==> config.mk <==
export PLATFORM = sky130hd
export DESIGN_NAME = mem_port_arbiter_flat
export DESIGN_NICKNAME = d
export VERILOG_FILES = /design/src/rtl/mem_port_arbiter_if.sv /design/src/rtl/mem_port_arbiter.sv /design/src/flat_wrapper.sv
export SDC_FILE = /design/constraint.sdc
export NUM_CORES = 1
export LEC_CHECK = 0
export ABC_CLOCK_PERIOD_IN_PS = 4200
export CORE_ASPECT_RATIO = 1.25
export CORE_MARGIN = 3
export CORE_UTILIZATION = 46
export CTS_CLUSTER_DIAMETER = 50
export CTS_CLUSTER_SIZE = 12
export DETAILED_ROUTE_END_ITERATION = 10
export PLACE_DENSITY = 0.87
export SLEW_MARGIN = 25
export SYNTH_ARGS = -nofsm -noshare
export SYNTH_HDL_FRONTEND = slang
export SYNTH_SLANG_ARGS = --single-unit
==> constraint.sdc <==
create_clock -name clk -period 4.2 [get_ports clk]
set_input_delay 1.26 -clock clk [delete_from_list [all_inputs] [get_ports clk]]
set_output_delay 1.26 -clock clk [all_outputs]
set_load 0.01 [all_outputs]
==> images/sizing.png <==
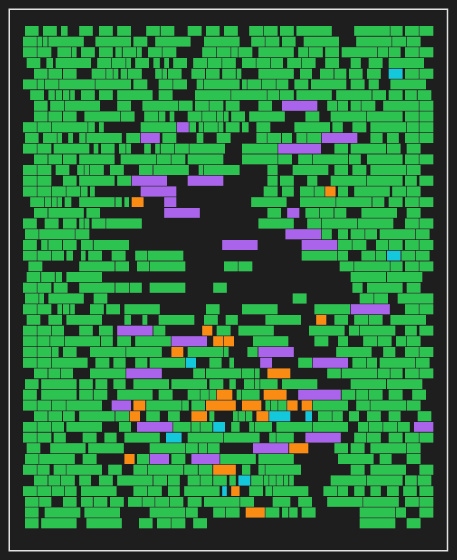
size	colour	cells	most used
x6 and larger	purple	29	clkbuf_16
x2	cyan	9	a22o_2
x1 and smaller	green	707	clkdlybuf4s50_1
x3 and x4	orange	23	buf_4
smallest setup slack after layout: 439 ps
design area: 0.00976 mm2
growth of design area from synthesis to finish: 54.1%

==> images/util_map.png <==
Bar = 20 um. 11 x 14 tiles, from dark blue (low) to red (high), 0 to 100% covered.
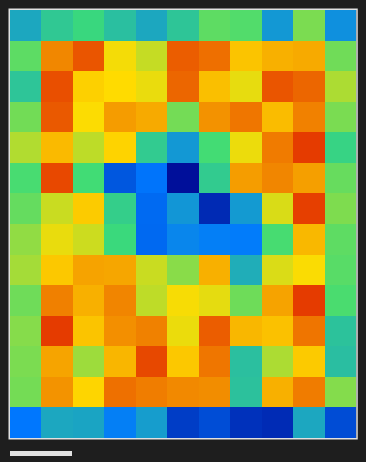
mean over tiles	63%
tiles over 75% full	41%
emptiest ninth of the die	centre
fullest tile	93%
core utilization before placement: 47.5%
placeable core region: 0.0133 mm2
core occupancy in the finished layout: 73.1%

==> images/congestion_map.png <==
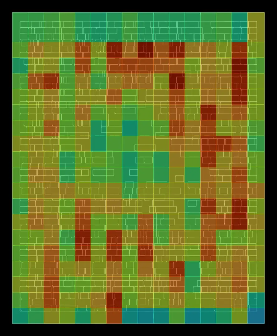
global-route track usage on met3: 9.14%
Total GRT Usage: 24.6%
met1 GRT Util: 30.3%
highest-utilization routing layer at the global route stage: met2
global-route track usage on met2: 40.4%

==> images/route_heat.png <==
Bar = 20 um. 22 x 27 tiles, from dark blue (low) to red (high), scaled to the fullest tile. Values are wire area over tile area, all layers added.
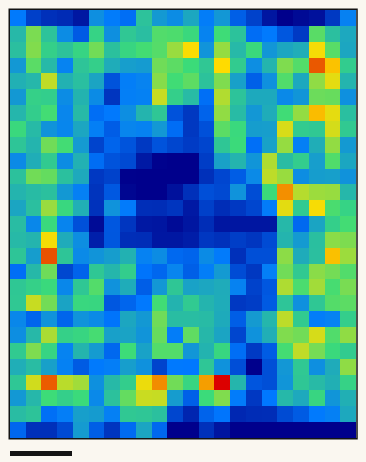
fullest tile	0.59
mean over tiles	0.21
emptiest ninth of the die	centre
tiles over half the peak	20%
total number of vias: 5231
average routed wire per standard cell: 20.3 um
wire length reported by the detailed router: 19100 um

==> Table 3: Implementation characteristics <==
Summary of implementation characteristics

Parameter                              Value

Outcome
  Status    finished clean

Logic synthesis
  Number of standard cells reported by yosys    488
  Registers, synthesis    149
  Area fraction in full adders, half adders and majority gates    1.38%
  Commonest cells in the synthesized netlist    sky130_fd_sc_hd__dfrtp_1, sky130_fd_sc_hd__a22o_1, sky130_fd_sc_hd__nand2_1
  Distinct cell type count after synthesis    41
  Count leader, synth    sky130_fd_sc_hd__dfrtp_1
  Number of cells produced by synthesis    around 500
  Mean instance size in the synthesized netlist    13.0 um2
  Async set-or-reset flop fraction in the synthesized netlist    100%
  Area leader share    between 50% and 60%
  Leading cell types by total area after synthesis    sky130_fd_sc_hd__dfrtp_1, sky130_fd_sc_hd__a22o_1, sky130_fd_sc_hd__and4b_1
  EDFF count, synth    0
  Ys Warns    0
  Post-Synth XOR/XNOR Area    0.138%
  Post-synthesis cell type with the largest combined area    sky130_fd_sc_hd__dfrtp_1
  Simple-gate share of the synthesized area    around a tenth
  Proportion of synthesized chip area in sequential cells    between 50% and 60%
  Post-Syn Area    0.00634 mm2
  Main kind of combinational logic by area    AND-OR/OR-AND gates
  Chip area in the Yosys report    0.00634 mm2

Routing
  Remaining number of nets flagged by the antenna check after routing    0
  Post-route DRC violation count    0
  Top layer in use    met4
  Detailed-routing wirelength on met1    approximately 7600 um
  Vias per cell    5.57
  DRT Pass-1 Iters    5
  Number of DRC violations after detailed-routing iteration 0    between 400 and 500
  Met2 wire len    a little over 9000 um

Timing
  Worst hold slack    about 480 ps
  Unrepaired setup endpoints after global routing    no
  Clock period minus final worst setup slack    3760 ps
  Fin Clk Skew    about 7.7 ps
  Crit share post-route    89.5%
  Relative slew slack    39.7%
  Transition time at the pin with the least slew margin    roughly 900 ps
  Upper clock frequency limit    266 MHz
  Aggregate negative setup slack    0 ps

Critical path
  Critical path endpoint category    output port
  Worst Path Buf+Inv    3
  Largest fanout on the critical path    6
  Master of the slowest instance on the critical path    sky130_fd_sc_hd__clkdlybuf4s50_1
  Number of cells on the critical path    4
  Delay-heaviest family, CP    buffers and inverters
  Reg-to-reg setup timing slack    2070 ps
  List of cells traversed by the critical path    clkdlybuf4s50_1, nand2b_4, inv_2, clkdlybuf4s50_1
  Slowest Stage Delay on Critical Path    550 ps
  Cell repeated most along the worst path    sky130_fd_sc_hd__clkdlybuf4s50_1
  Number of cells traversed by the worst register-to-register path    7
  Type of the worst setup path    in -> out
  Setup crit start kind    primary input

CTS
  Cts bufs inserted    17
  Register clock-pin slew on the reported worst setup and hold paths    about 60 ps
  Sink Count    149
  Maximum buffer depth of the clock tree    2
  Number of gates resized after cts    0
  H-tree levels    4
  Hold-fix buffers at CTS    0
  TritonCTS clock tree    built
  CTS root buf    sky130_fd_sc_hd__clkbuf_16
  Post-CTS repair timing setup buffer count    0

Layout
  Total of plain and repair buffers excluding clock buffers    287
  Multi-Input Combinational    293
  Clock-cell share    around 6.2%
  Share of cell area taken by flip-flops and latches    38.2%
  Largest cell class by area    flip-flops and latches
  Cell Count, Final, Fillers Out    939
  Most common logic cells in the final layout    sky130_fd_sc_hd__clkdlybuf4s50_1, sky130_fd_sc_hd__dfrtp_1, sky130_fd_sc_hd__a22o_1, sky130_fd_sc_hd__nand2_1, sky130_fd_sc_hd__a21o_1
  Total of clock buffers placed in the layout    20
  Fraction of layout instances using a drive strength above 1    7.94%
  Combinational gate area    0.00231 mm2
  Non-clock inverter count in the final layout    7
  Seq_cells    149
  Dominant logic cell type in the layout    sky130_fd_sc_hd__clkdlybuf4s50_1
  Register Area    0.00373 mm2
  Share of cell area taken by multi-input logic gates    23.7%
  # diodes    0
  Total of fill cells in the finished design    891
  Final net count    ~900

Power
  Part of the total power dissipated in sequential elements    33.4%
  Clock network power share    21.3%
  Top Consumer    combinational logic
  Power attributed to combinational cells    0.00329 W
  Switching power summed over all nets    0.00249 W
  Power consumed by sequential cells    0.00243 W
  Internal portion of total power    between 0.004 and 0.005 W
  Leakage component of the power    ~4.5 nW
  Clk pwr    0.00155 W
  Combinational cell fraction of total power    45.3%
  PwrDens    744 mW/mm2
  Total power after layout    between 0.007 and 0.008 W

Placed design
  Count of port buffers added during placement    278
  Number of cells after detailed placement    906
  Detailed Place HPWL    14000 um
  Post-place setup slack    around 430 ps
  Instance area at placement    0.00912 mm2
  Final weighted congestion in routability-driven placement    ~0.86

Global routing
  Pin count of the biggest net entering global routing    roughly 120
  Number of antenna violations at the first check in global routing    0
  Vias in the first global route    5413

Die
  Die ar.    0.0152 mm2
  Number of standard-cell rows in the floorplan    47
  Die y size    137 um
  I/O Pins    279
  Die X    111 um

Hold path
  Worst hold path class    reg -> reg

Flow run
  Max-cap viol count    0
No activity file was given, so power comes from the tool's default toggle rates.
